File: config.mk
export PLATFORM = sky130hd
export DESIGN_NAME = seq_pattern_ctrl
export DESIGN_NICKNAME = d
export VERILOG_FILES = /design/src/rtl/seq_pattern_ctrl.sv
export SDC_FILE = /design/constraint.sdc
export NUM_CORES = 1
export LEC_CHECK = 0
export CORE_MARGIN = 10
export CORE_UTILIZATION = 35
export DETAILED_ROUTE_END_ITERATION = 6
export PLACE_DENSITY = 0.57
export SLEW_MARGIN = 20
export SYNTH_ARGS = -nofsm -noshare
export SYNTH_HDL_FRONTEND = slang
export SYNTH_SLANG_ARGS = --single-unit
File: constraint.sdc
create_clock -name clk -period 2.95 [get_ports clk]
set_input_delay 0.4425 -clock clk [delete_from_list [all_inputs] [get_ports clk]]
set_output_delay 0.4425 -clock clk [all_outputs]
set_load 0.1 [all_outputs]
File: src/rtl/seq_pattern_ctrl.sv
// Programmable serial pattern sequencer: emits pattern MSB-first, one bit per prescaler tick.
// Optional SEQ_PAUSE_EN adds a pause input that freezes the prescaler while running.
module seq_pattern_ctrl #(
    parameter int unsigned         PAT_W   = 16,
    parameter int unsigned         LEN_W   = 5,
    parameter int unsigned         DIV_W   = 28,
    parameter logic [PAT_W-1:0]    PAT_RST = PAT_W'(16'h0016),
    parameter logic [LEN_W-1:0]    LEN_RST = LEN_W'(5),
    parameter logic [DIV_W-1:0]    DIV_RST = DIV_W'((1 << 25) - 1)
) (
    input  logic             clk,
    input  logic             rst,
    input  logic             start,
    input  logic             stop,
    input  logic             mode_loop,
    input  logic             cfg_we,
    input  logic [PAT_W-1:0] cfg_pattern,
    input  logic [LEN_W-1:0] cfg_len,
    input  logic [DIV_W-1:0] cfg_div,
`ifdef SEQ_PAUSE_EN
    input  logic             pause,
`endif
    output logic             cfg_rej,
    output logic             busy,
    output logic             bit_out,
    output logic             bit_valid,
    output logic             done,
    output logic             led
);

    typedef enum logic [1:0] {StIdle, StArm, StRun, StDone} state_t;

    state_t           state_q;
    logic [PAT_W-1:0] pat_q;
    logic [LEN_W-1:0] len_q;
    logic [DIV_W-1:0] div_q;
    logic [DIV_W-1:0] presc_q;
    logic [LEN_W-1:0] idx_q;
    logic             loop_q;
    logic             bit_q;
    logic             led_q;
    logic             cfg_rej_q;

    logic             frozen;
    logic             count_en;
    logic             tick;
    logic             last;
    logic             cfg_ok;
    logic [LEN_W-1:0] bit_sel;
    logic             next_bit;

`ifdef SEQ_PAUSE_EN
    assign frozen = pause;
`else
    assign frozen = 1'b0;
`endif

    assign count_en = (state_q == StRun) && !frozen;
    assign tick     = count_en && (presc_q == div_q);
    assign last     = (idx_q == len_q - LEN_W'(1));
    assign bit_sel  = len_q - LEN_W'(1) - idx_q;
    assign cfg_ok   = (cfg_len != '0) && (cfg_len <= LEN_W'(PAT_W));

    always_comb begin
        next_bit = 1'b0;
        for (int unsigned i = 0; i < PAT_W; i++) begin
            if (LEN_W'(i) == bit_sel) next_bit = pat_q[i];
        end
    end

    always_ff @(posedge clk) begin
        if (rst) begin
            state_q   <= StIdle;
            pat_q     <= PAT_RST;
            len_q     <= LEN_RST;
            div_q     <= DIV_RST;
            presc_q   <= '0;
            idx_q     <= '0;
            loop_q    <= 1'b0;
            bit_q     <= 1'b0;
            led_q     <= 1'b0;
            cfg_rej_q <= 1'b0;
        end else begin
            cfg_rej_q <= 1'b0;
            if (cfg_we) begin
                if (state_q == StIdle && cfg_ok) begin
                    pat_q <= cfg_pattern;
                    len_q <= cfg_len;
                    div_q <= cfg_div;
                end else begin
                    cfg_rej_q <= 1'b1;
                end
            end

            case (state_q)
                StIdle: begin
                    if (start && !stop) begin
                        state_q <= StArm;
                        loop_q  <= mode_loop;
                    end
                end
                StArm: begin
                    presc_q <= '0;
                    idx_q   <= '0;
                    state_q <= StRun;
                    if (stop) begin
                        state_q <= StIdle;
                        bit_q   <= 1'b0;
                        led_q   <= 1'b0;
                    end
                end
                StRun: begin
                    if (count_en) begin
                        if (tick) begin
                            presc_q <= '0;
                            bit_q   <= next_bit;
                            led_q   <= ~led_q;
                            if (last) begin
                                idx_q <= '0;
                                if (!loop_q) state_q <= StDone;
                            end else begin
                                idx_q <= idx_q + LEN_W'(1);
                            end
                        end else begin
                            presc_q <= presc_q + DIV_W'(1);
                        end
                    end
                    // Abort overrides even the final tick, so no done pulse follows.
                    if (stop) begin
                        state_q <= StIdle;
                        bit_q   <= 1'b0;
                        led_q   <= 1'b0;
                    end
                end
                StDone: begin
                    state_q <= StIdle;
                    led_q   <= 1'b0;
                end
                default: state_q <= StIdle;
            endcase
        end
    end

    // The new bit is presented in the tick cycle itself, alongside bit_valid.
    assign bit_out   = tick ? next_bit : bit_q;
    assign bit_valid = tick;
    assign busy      = (state_q == StArm) || (state_q == StRun);
    assign done      = (state_q == StDone);
    assign led       = led_q;
    assign cfg_rej   = cfg_rej_q;

endmodule

**Run 1: signal wires on met3**

Scale: 2 px per µm.
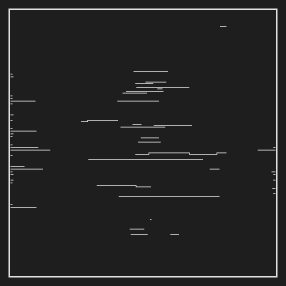
nets with wire on the layer: 48
wire length on this layer: 530 µm
Vias: 3995
Routed WL: 11900 µm

**Run 1: track usage over the die**

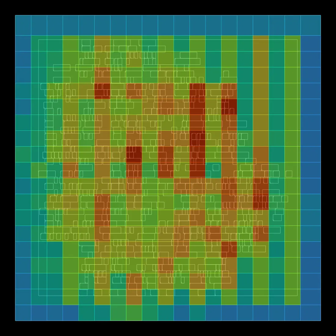
GR Layer Usage met3: 1.78%
GR peak layer: met2
grt met1 use: 18.8%
GRT Util Overall: 13.5%

**Run 1: met2 routing**

Scale: 2 px per µm. Cells faint in the background.
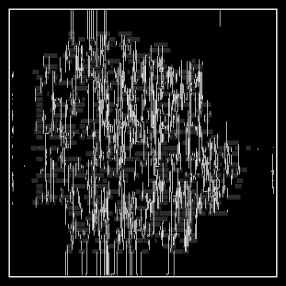
longest straight run: 34.3 µm
main direction: vertical

**Run 1: cells by drive strength**

Scale: 4 px per µm.
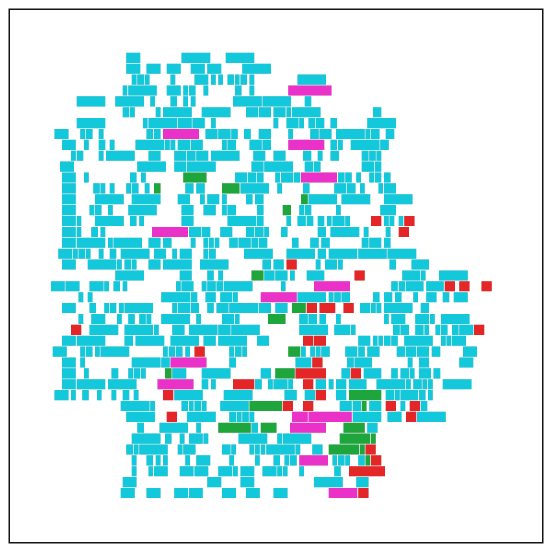
legend:
  magenta:
    size: drive 6 and up
    cells: 14
    share: 2.2%
    most_used: clkbuf_16
  red:
    size: drive 3 to 4
    cells: 33
    share: 5.2%
    most_used: buf_4
  cyan:
    size: drive 1 or less
    cells: 562
    share: 89%
    most_used: nand2_1
  green:
    size: drive 2
    cells: 22
    share: 3.5%
    most_used: inv_2
Signal buffers: 85
area growth from synthesis to layout: 27.5%
worst setup margin: -0.560 ns
Design Area, Final: 0.00570 mm²

==> Changelog: implementation, run 1 <==
### Metrics

* CP Buf/Inv Count at 3
* Crit-path most repeated cell: inv_2
* R2r startpoint: len_q[0]
* Flops after synth at 88
* Post-synthesis simple-gate area fraction at between 20 and 30%
* Failing checks: negative setup slack
* Grt ovf at 0
* R2r setup slk at approximately 0.29 ns
* ANT cells at 0
* Slew @ Worst Pin at 0.487 ns
* Via density at 4.98
* Async set or reset register ratio after synthesis at 0%
* Initial antenna violation count at 0
* Die Size at 0.0177 mm²
* Inverters at 19
* Post-Synth XOR/XNOR Area at 10.2%
* WL per Instance at between 10 and 15 µm
* Finish-stage setup viols at 1
* Clock root buffer master: clkbuf_16
* Post-synth mux share at 2.41%
* First-pass GRT wire length at 19800 µm
* Yosys warns at 0
* Post-synth top cells: nand2_1, dfxtp_1, nand3_1
* Hold EP: pat_q[12]
* Dominant kind of cell: multi-input combinational cells
* CTS Hold Bufs at 0
* Num rows at about 40
* Tool warnings at 32
* Multi-input gates at 423
* Late-Pin Clk Latency at about 0.34 ns
* Largest net degree at the start of global routing at 46
* Buffer share of cell area at 14.1%
* Crit path capture type: output port
* WL met2 at 5300 µm
* Final net count at 693
* Min Hold Slack at 0.454 ns
* Netlist cell types at 53
* Max FO, Critical Path at 3
* Post-Syn Area at around 0.0045 mm²
* Final period utilization at 119%
* M1 WL at 5950 µm
* TritonCTS clock tree: done
* Die Wd at 133 µm
* Final setup TNS at -0.560 ns
* Detailed placement HPWL at 8930 µm
* Clock buffers at 10
* Comb area leader: simple AND/OR/NAND/NOR gates
* Htree depth at 3
* Clock slew at reported path FFs at ~0.060 ns
* Startpoint types: register
* Hold Path Depth at 2
* CP required at 2.51 ns
* Pwr Density at 531 mW/mm²
* Critical-path cell list: inv_2 -> ha_4 -> inv_2 -> fa_2 -> mux2_4 -> a221o_1 -> a32oi_1 -> o21a_1 -> a21oi_2 -> a32o_4 -> buf_12
* Init Core Util at 35.6%
* Die H at around 130 µm
* Yosys synthesis chip area at around 0.0045 mm²
* Bufs on Longest Clock Path at 2
* Max layer used: met4
* Core Util, Final at a little under half
* Placed insts at 784
* Max IR drop VDD at approximately 300 µV
* IO Port Bufs at 60
* GPL Wtd Cong at 0.852
* Fillcell total at 1252
* Share of post-route cells with drive strength above 1 at 10.9%
* Post-synth EDFFs at 0
* Tap cell count at 172
* Cell accounting for the most synthesized area: dfxtp_1
* Hold Path Class: reg2reg
* Top flop regs: div_q (28), presc_q (28), pat_q (16)
* Yosys top cell by instances: nand2_1
* Slowest-stage cell, CP: fa_2
* Cell area leaders: dfxtp_1, nand2_1, xnor2_1
* Syn nets at around 630
* Antenna viol nets, final at 0
* Drt drc at 0
* Yosys Instances at 565
* Final Max Tran Viols at 0
* Worst slack, placed at -0.233 ns
* Synth top area share at 39.4%
* Max_cap viols at 0
* Grt met2 use at 20.3%
* Flip-flops at 88
* Logic share of the area at 44.5%
* Fin. Hold Viols at 0
* Hold Startpoint: pat_q[12]
* Number of global-route vias before repair at about 4000
* Gate Area at roughly 0.0025 mm²
* R2R depth at 12
* TritonCTS Sinks at 88
* Unrepaired setup endpoints after global routing: yes
* Mapped Cells at 565
* Register area at 0.00176 mm²
* ClkCell Share at 5.49%
* Static leakage at 0.00214 µW
* Fmax achieved at between 0.2 and 0.3 GHz
* I/O Pins at 61
* Worst rel slew slack at slightly below 70%
* Worst path top cell family by delay: AND-OR/OR-AND gates
* Compound Share, Synth at about a tenth
* Critical path arrival at 3.07 ns
* Core Footprint at 0.0126 mm²
* Post-synthesis sequential area ratio at 39.4%
* Drt pass-1 iters at 4
* Adder Share, Synth at 3.53%
* Layout Skew at roughly 0.0064 ns
* Synthesized area per cell at 7.91 µm²
* Detailed Route Iter0 Violations at roughly 230
* Met3 Routed Length at between 500 and 600 µm
* CP peak stage delay at ~0.57 ns
* Inserted Clock Buffers at 9
* Layout Cells excl Fill at 803
* Worst setup margin at -0.560 ns
* Min cycle time layout at 3.51 ns
* Status: finished, violations left
* Seq area share at 30.9%
==> run 1: cell usage in the layout, fill, tap and decap left out, types with 2 or more instances in the layout <==
master,instances
o31ai_1,3
and4_1,5
buf_12,2
clkdlybuf4s50_1,54
and3_1,10
o211ai_1,2
xnor2_1,33
clkbuf_16,9
nor4_1,5
bufinv_16,2
o22ai_1,3
clkinv_2,3
nor2_1,34
o21ai_0,15
ha_1,9
nor4_2,2
a21oi_1,23
nor3_1,13
a32oi_1,3
mux4_2,2
inv_2,4
a31oi_1,8
dfxtp_1,86
xor2_1,17
buf_4,28
a21boi_0,2
nor3b_1,3
dfxtp_2,2
inv_1,15
nand2_1,125
nor2b_1,5
nand3_1,52
mux2i_1,3
nand4_1,17
==> run 1: where the power goes <==
| group | leakage [µW] | total [µW] | switching (µW) | internal, µW |
|---|---|---|---|---|
| combinational | 0.00127 | 515 | 270 | 245 |
| clock | 0.000156 | 1210 | 474 | 739 |
| sequential | 0.000718 | 1300 | 48.9 | 1250 |
==> run 1: worst max path at each step <==
stage                  start  endpoint  slack, ns  cells after the start
finish              len_q[0]   bit_out      -0.56                     11
global route        len_q[0]   bit_out      -0.61                     11
CTS                 len_q[0]   bit_out      -0.55                     11
detailed placement  len_q[0]   bit_out      -0.23                     10
global placement    len_q[0]   bit_out      -0.17                     11
floorplan           len_q[0]   bit_out      -0.14                     11
==> run 1: stage by stage <==
step / cell area, µm² / power, µW
after global routing: 5700 / 3150
final: 5700 / 3030
after detailed placement: 5350 / 1820
after floorplan: 4520 / 1630
after global placement: 5350 / 1810
after CTS: 5700 / 3050
==> run 1: timing repair <==
action                                  CTS  global route
setup buffers                             3             0
pin swaps                                 3             1
gates cloned                              0             0
gates resized                             4             2
endpoints found under the setup margin    1             1
==> run 1 -> run 2 <==
- ABC_CLOCK_PERIOD_IN_PS: unset -> 2950
**Run 2: selected gate families**

Scale: 4 px per µm.
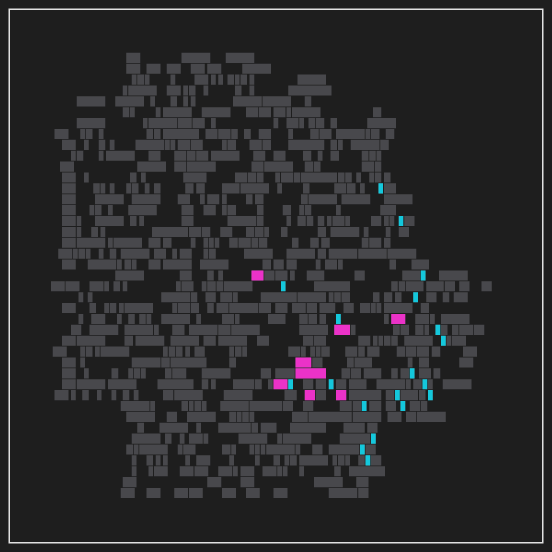
legend:
  magenta:
    family: AND-OR and OR-AND gates
    cells: 8
  cyan:
    family: inverters
    cells: 19

**Run 2: met2 routing**

Scale: 2 px per µm. Cells faint in the background.
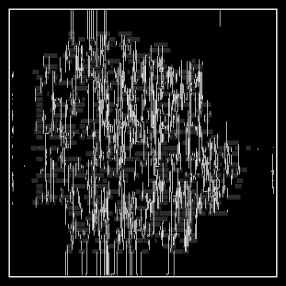
share of all routed wire: 45%
longest straight run: 34.3 µm
nets with wire on the layer: 540
wire length on this layer: 5300 µm

==> run 2 against run 1 <==
Effect of this change:
- the run still ends with negative setup slack left
- non-clock buffer count stayed put
- first-iteration DRC count unchanged
- clock skew is the same
- sequential power is essentially flat
- wire length unchanged
==> Changelog: implementation, run 2 <==
### Metrics

* GRT Util Overall at between 10 and 15%
* TritonCTS clock tree: done
* Largest net degree at the start of global routing at 46
* Static leakage at 0.00214 µW
* R2r startpoint: len_q[0]
* Yosys synthesis chip area at 0.00447 mm²
* Worst rel slew slack at 67.3%
* Post-synth top cells: nand2_1, dfxtp_1, nand3_1
* Final Power at 3030 µW
* Unrepaired setup endpoints after global routing: yes
* Clock root buffer master: clkbuf_16
* Post-synthesis sequential area ratio at just under 40%
* Init Core Util at 35.6%
* Drt pass-1 iters at 4
* Top flop regs: div_q (28), presc_q (28), pat_q (16)
* Die Size at 0.0177 mm²
* Netlist cell types at 53
* Max_cap viols at 0
* Late-Pin Clk Latency at between 0.3 and 0.4 ns
* Cell area leaders: dfxtp_1, nand2_1, xnor2_1
* Yosys Instances at approximately 570
* Design Area, Final at 0.00570 mm²
* Inserted Clock Buffers at 9
* Crit path capture type: output port
* Hold Path Class: reg2reg
* R2r setup slk at just under 0.3 ns
* Bufs on Longest Clock Path at 2
* First-pass GRT wire length at 19800 µm
* Layout Skew at 0.00640 ns
* Clock slew at reported path FFs at 0.06 ns
* Hold EP: pat_q[12]
* ANT cells at 0
* Vias at 3995
* Detailed placement HPWL at 8930 µm
* GPL Wtd Cong at approximately 0.85
* Area of placed instances at ~0.0053 mm²
* Most numerous logic cells after layout: nand2_1, dfxtp_1, clkdlybuf4s50_1
* Core Footprint at 0.0126 mm²
* Final net count at 693
* Pwr Density at 531 mW/mm²
* Startpoint types: register
* Min cycle time layout at around 3.5 ns
* Placed insts at 784
* Tool warnings at 32
* Antenna viol nets, final at 0
* Dominant logic cell type in the layout: nand2_1
* Failing checks: negative setup slack
* Fin. Hold Viols at 0
* Final Max Tran Viols at 0
* Core Util, Final at 45.4%
* Htree depth at 3
* Post-synth EDFFs at 0
* Syn nets at about 630
* Layout Cells excl Fill at between 800 and 900
* WL per Instance at 14.8 µm
* Hold Startpoint: pat_q[12]
* Fillcell total at 1252
* Yosys top cell by instances: nand2_1
* Cell accounting for the most synthesized area: dfxtp_1
* Slew @ Worst Pin at 0.487 ns
* Area growth from synthesis to layout at 27.5%
* TritonCTS Sinks at 88
* Routed WL at 11900 µm
* Via density at 4.98
* Final period utilization at 119%
* Final setup TNS at -0.560 ns
* Grt ovf at 0
* Share of post-route cells with drive strength above 1 at 10.9%
* Die Wd at roughly 130 µm
* Synthesized area per cell at 7.91 µm²
* Flops after synth at 88
* Drt drc at 0
* Min Hold Slack at 0.454 ns
* I/O Pins at 61
* Max IR drop VDD at 301 µV
* Async set or reset register ratio after synthesis at 0%
* Number of global-route vias before repair at 3999
* Hold Path Depth at 2
* Synth top area share at between 30% and 40%
* CP required at roughly 2.5 ns
* Mapped Cells at approximately 570
* Critical path arrival at 3.07 ns
* R2R depth at 12
* Finish-stage setup viols at 1
* Post-Syn Area at between 0.004 and 0.005 mm²
* Max FO, Critical Path at 3
* Worst slack, placed at -0.233 ns
* Initial antenna violation count at 0
* Worst setup margin at -0.560 ns
* Status: finished, violations left
* Detailed Route Iter0 Violations at 233
* Num rows at 41
* IO Port Bufs at 60
* Worst Setup SP: len_q[0]
* Die H at 133 µm
* Fmax achieved at 0.285 GHz
**Run 2: signal wires on met3**

Scale: 2 px per µm.
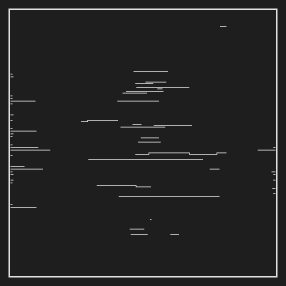
nets with wire on the layer: 48
wire length on this layer: 530 µm

run 2: metal layers:
metal | wire [µm] | up-vias | share of wire (%) | GRT usage [%]
li1 | - | 2065 | - | -
met1 | 5950 | 1843 | 50 | 18.8
met2 | 5300 | 80 | 45 | 20.3
met3 | 530 | 7 | 4.5 | 1.78
met4 | 121 | 0 | 1.0 | 5.75
met5 | 0 | - | 0 | 0
run 2: where the power goes:
part           internal, µW  total (µW)  switching, µW
registers              1250        1300           48.9
logic                   245         515            270
clock network           739        1210            474
total                  2230        3030            792
run 2: cell families (layout without fill, tap and decap cells):
logic type | Yosys count | count (layout) | synth area share [%]
XOR/XNOR | 51 | 51 | 10.2
AND-OR/OR-AND | 72 | 72 | 10.1
buffers and inverters | 54 | 120 | 4.93
flip-flops | 88 | 88 | 39.4
adder cells (fa/ha/maj) | 12 | 12 | 3.53
AND/OR/NAND/NOR | 280 | 280 | 29.4
multiplexers | 8 | 8 | 2.41
run 2: final cells by class:
class                           instances  area (µm²)  area share [%]
Multi-Input combinational cell        423        2530            44.5
Sequential cell                        88        1760            30.9
Timing Repair Buffer                   85         802            14.1
Clock buffer                           10         229            4.02
Tap cell                              172         215            3.78
Clock inverter                          6        83.8            1.47
Inverter                               19        71.3            1.25
run 2: repair_timing:
action / CTS / global route
pin swaps: 3 / 1
hold buffers: 0 / 0
buffers inserted: 3 / 0
cloned: 0 / 0
setup endpoints to repair: 1 / 1
resized: 4 / 2
run 2: critical path, stage by stage (launching register included):
cell,delay [ns]
dfxtp_2,0.35
inv_2,0.05
ha_4,0.26
inv_2,0.04
fa_2,0.57
mux2_4,0.31
a221o_1,0.31
a32oi_1,0.15
o21a_1,0.18
a21oi_2,0.05
a32o_4,0.29
buf_12,0.16
==> run 2 -> run 3 <==
- ABC_CLOCK_PERIOD_IN_PS: 2950 -> 4500
- PLACE_DENSITY: 0.57 -> 0.55
- clock period: 2.95 -> 4.5 ns (I/O delays scaled with it)
**Run 3: track usage over the die**

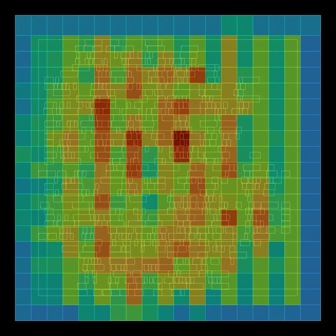
grt met2 use: 19.1%
grt met1 use: 19.3%
GR peak layer: met1
Core Util, Final: 43.7%

**Run 3: met2 routing**

Scale: 2 px per µm. Cells faint in the background.
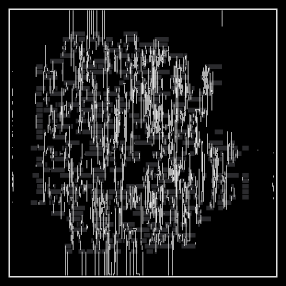
longest straight run: 31.6 µm
nets with wire on the layer: 540
Vias: 4009
Routed WL: 11800 µm

==> run 3 against run 2 <==
Effect of this change:
- the run now ends clean
- sequential cell count did not move
- non-clock buffer count fell by 18
- wire length fell by 0.69%
- clock power fell by 36%
- count of clock-buffer cells in the layout rose by 1
- design area fell by 3.7%
- area after synthesis did not move
- critical path depth did not move
- sequential share of layout area rose by 1.1 points
==> Changelog: implementation, run 3 <==
### Metrics

* Num rows at 41
* IO Port Bufs at about 60
* Yosys synthesis chip area at 0.00447 mm²
* Fmax achieved at 0.246 GHz
* Yosys warns at 0
* Layout Skew at 0.00721 ns
* Via density at 5.11
* Pwr Density at 350 mW/mm²
* Comb pwr at 302 µW
* Most numerous logic cells after layout: nand2_1, dfxtp_1, clkdlybuf4s50_1
* Fillcell total at between 1000 and 1500
* Die Size at 0.0177 mm²
* Startpoint types: register
* Core Footprint at ~0.013 mm²
* Clock Power Share at 40.0%
* Htree depth at 3
* CP peak stage delay at slightly below 0.7 ns
* R2r startpoint: len_q[0]
* Hold EP: pat_q[12]
* Die H at 133 µm
* Antenna viol nets, final at 0
* Hold Path Class: reg2reg
* Final setup TNS at 0 ns
* Flops after synth at between 80 and 90
* Finish-stage setup viols at 0
* CP Buf/Inv Count at 3
* Late-Pin Clk Latency at 0.34 ns
* Worst rel slew slack at between 30% and 40%
* Max_cap viols at 0
* Critical path arrival at 3.38 ns
* CP required at approximately 3.8 ns
* Dominant logic cell type in the layout: nand2_1
* Number of global-route vias before repair at 3760
* Power Clock at 769 µW
* Fin. Hold Viols at 0
* Post-Syn Area at 0.00447 mm²
* Async set or reset register ratio after synthesis at 0%
* Cell accounting for the most synthesized area: dfxtp_1
* Mapped Cells at between 500 and 600
* Unrepaired setup endpoints after global routing: no
* Pwr top: sequential cells
* Top flop regs: div_q (28), presc_q (28), pat_q (16)
* Slowest-stage cell, CP: fa_1
* Drt pass-1 iters at 5
* CTS Hold Bufs at 0
* Inserted Clock Buffers at 9
* Yosys Instances at 565
* Drt drc at 0
* Power Sequential at 850 µW
* Switching part of the total power at 26.6%
* Synth top area share at between 30 and 40%
* Clock root buffer master: clkbuf_16
* Status: complete, no violations
* Clock slew at reported path FFs at 0.06 ns
* GPL Wtd Cong at between 0.8 and 0.9
* Min cycle time layout at around 4.1 ns
* Static leakage at approximately 0.0020 µW
* Hold Path Depth at 2
* I/O Pins at 61
* TritonCTS clock tree: done
* Comb power frac at between 10% and 20%
* Sw Pwr at 511 µW
* Slew @ Worst Pin at 0.975 ns
* Syn nets at 632
* Post-synth top cells: nand2_1, dfxtp_1, nand3_1
* Max FO, Critical Path at 7
* TritonCTS Sinks at 88
* Netlist cell types at 53
* Min Hold Slack at ~0.46 ns
* R2r setup slk at 1.71 ns
* Post-synth EDFFs at 0
* R2R depth at 10
* Yosys top cell by instances: nand2_1
* # resized after CTS at 0
* WL per Instance at 15.1 µm
* First-pass GRT wire length at 19300 µm
* Cell area leaders: dfxtp_1, nand2_1, xnor2_1
* Final period utilization at 90.2%
* Largest net degree at the start of global routing at 41
* Crit-path most repeated cell: inv_1
* Area growth from synthesis to layout at 22.8%
* Detailed placement HPWL at 8770 µm
* Post-synthesis sequential area ratio at between 30% and 40%
* ANT cells at 0
* Detailed Route Iter0 Violations at approximately 250
**Run 3: signal wires on met3**

Scale: 2 px per µm.
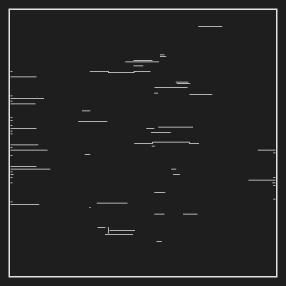
nets with wire on the layer: 51
wire length on this layer: 447 µm
share of all routed wire: 3.8%
longest straight run: 19.6 µm
main direction: horizontal
GR Layer Usage met3: 2.08%

-- run 3: cell counts after synthesis --
No cell type changed its count.
-- run 3: final cells by class --
type,count,area (µm²),area share (%)
clock buffer,11,253,4.60
clock inverter,4,53.8,0.980
inverter,19,71.3,1.30
multi-input combinational,423,2490,45.3
sequential,88,1760,32.1
tap,172,215,3.92
timing repair buffer,67,648,11.8
-- run 3: how the worst max path moves through the flow --
stage / slack (ns) / from / endpoint / depth (start not counted)
finish: 0.44 / len_q[0] / bit_out / 11
floorplan: 0.25 / presc_q[18] / bit_out / 8
global placement: 0.88 / len_q[0] / bit_out / 11
detailed placement: 0.80 / len_q[0] / bit_out / 11
global route: 0.23 / len_q[0] / bit_out / 11
CTS: 0.42 / len_q[0] / bit_out / 11
-- run 3: cells by family (layout without fill, tap and decap cells) --
kind of cell    after synthesis  in the layout  share of synthesized area [%]
compound gates               72             72                           10.1
xor+xnor                     51             51                           10.2
fa+ha+maj                    12             12                           3.53
buf+inv                      54            101                           4.93
flops                        88             88                           39.4
mux                           8              8                           2.41
simple gates                280            280                           29.4
-- run 3: worst register-to-register path: cells and delay by family (launching register included) --
kind,cells,cell delay [ns]
fa+ha+maj,2,0.97
buf+inv,2,0.14
compound gates,4,0.76
simple gates,1,0.05
flops,1,0.37
mux,1,0.38
-- run 3: metrics by stage --
stage               cells  setup slack [ns]  utilization (%)  total power, µW  cell area [µm²]
floorplan             565             0.249                -             1060             4470
global placement      769             0.877             41.2             1170             5180
detailed placement    769             0.803             41.2             1170             5180
CTS                   784             0.415             43.7             1940             5490
global route          784             0.234             43.7             2010             5490
finish                784             0.441             43.7             1920             5490
-- run 3: layer usage --
metal / global-route usage, % / wire (µm)
met3: 2.08 / 447
met5: 0 / 0
met2: 19.1 / 4950
met1: 19.3 / 6240
met4: 5.32 / 187
No activity file was given, so power comes from the tool's default toggle rates.
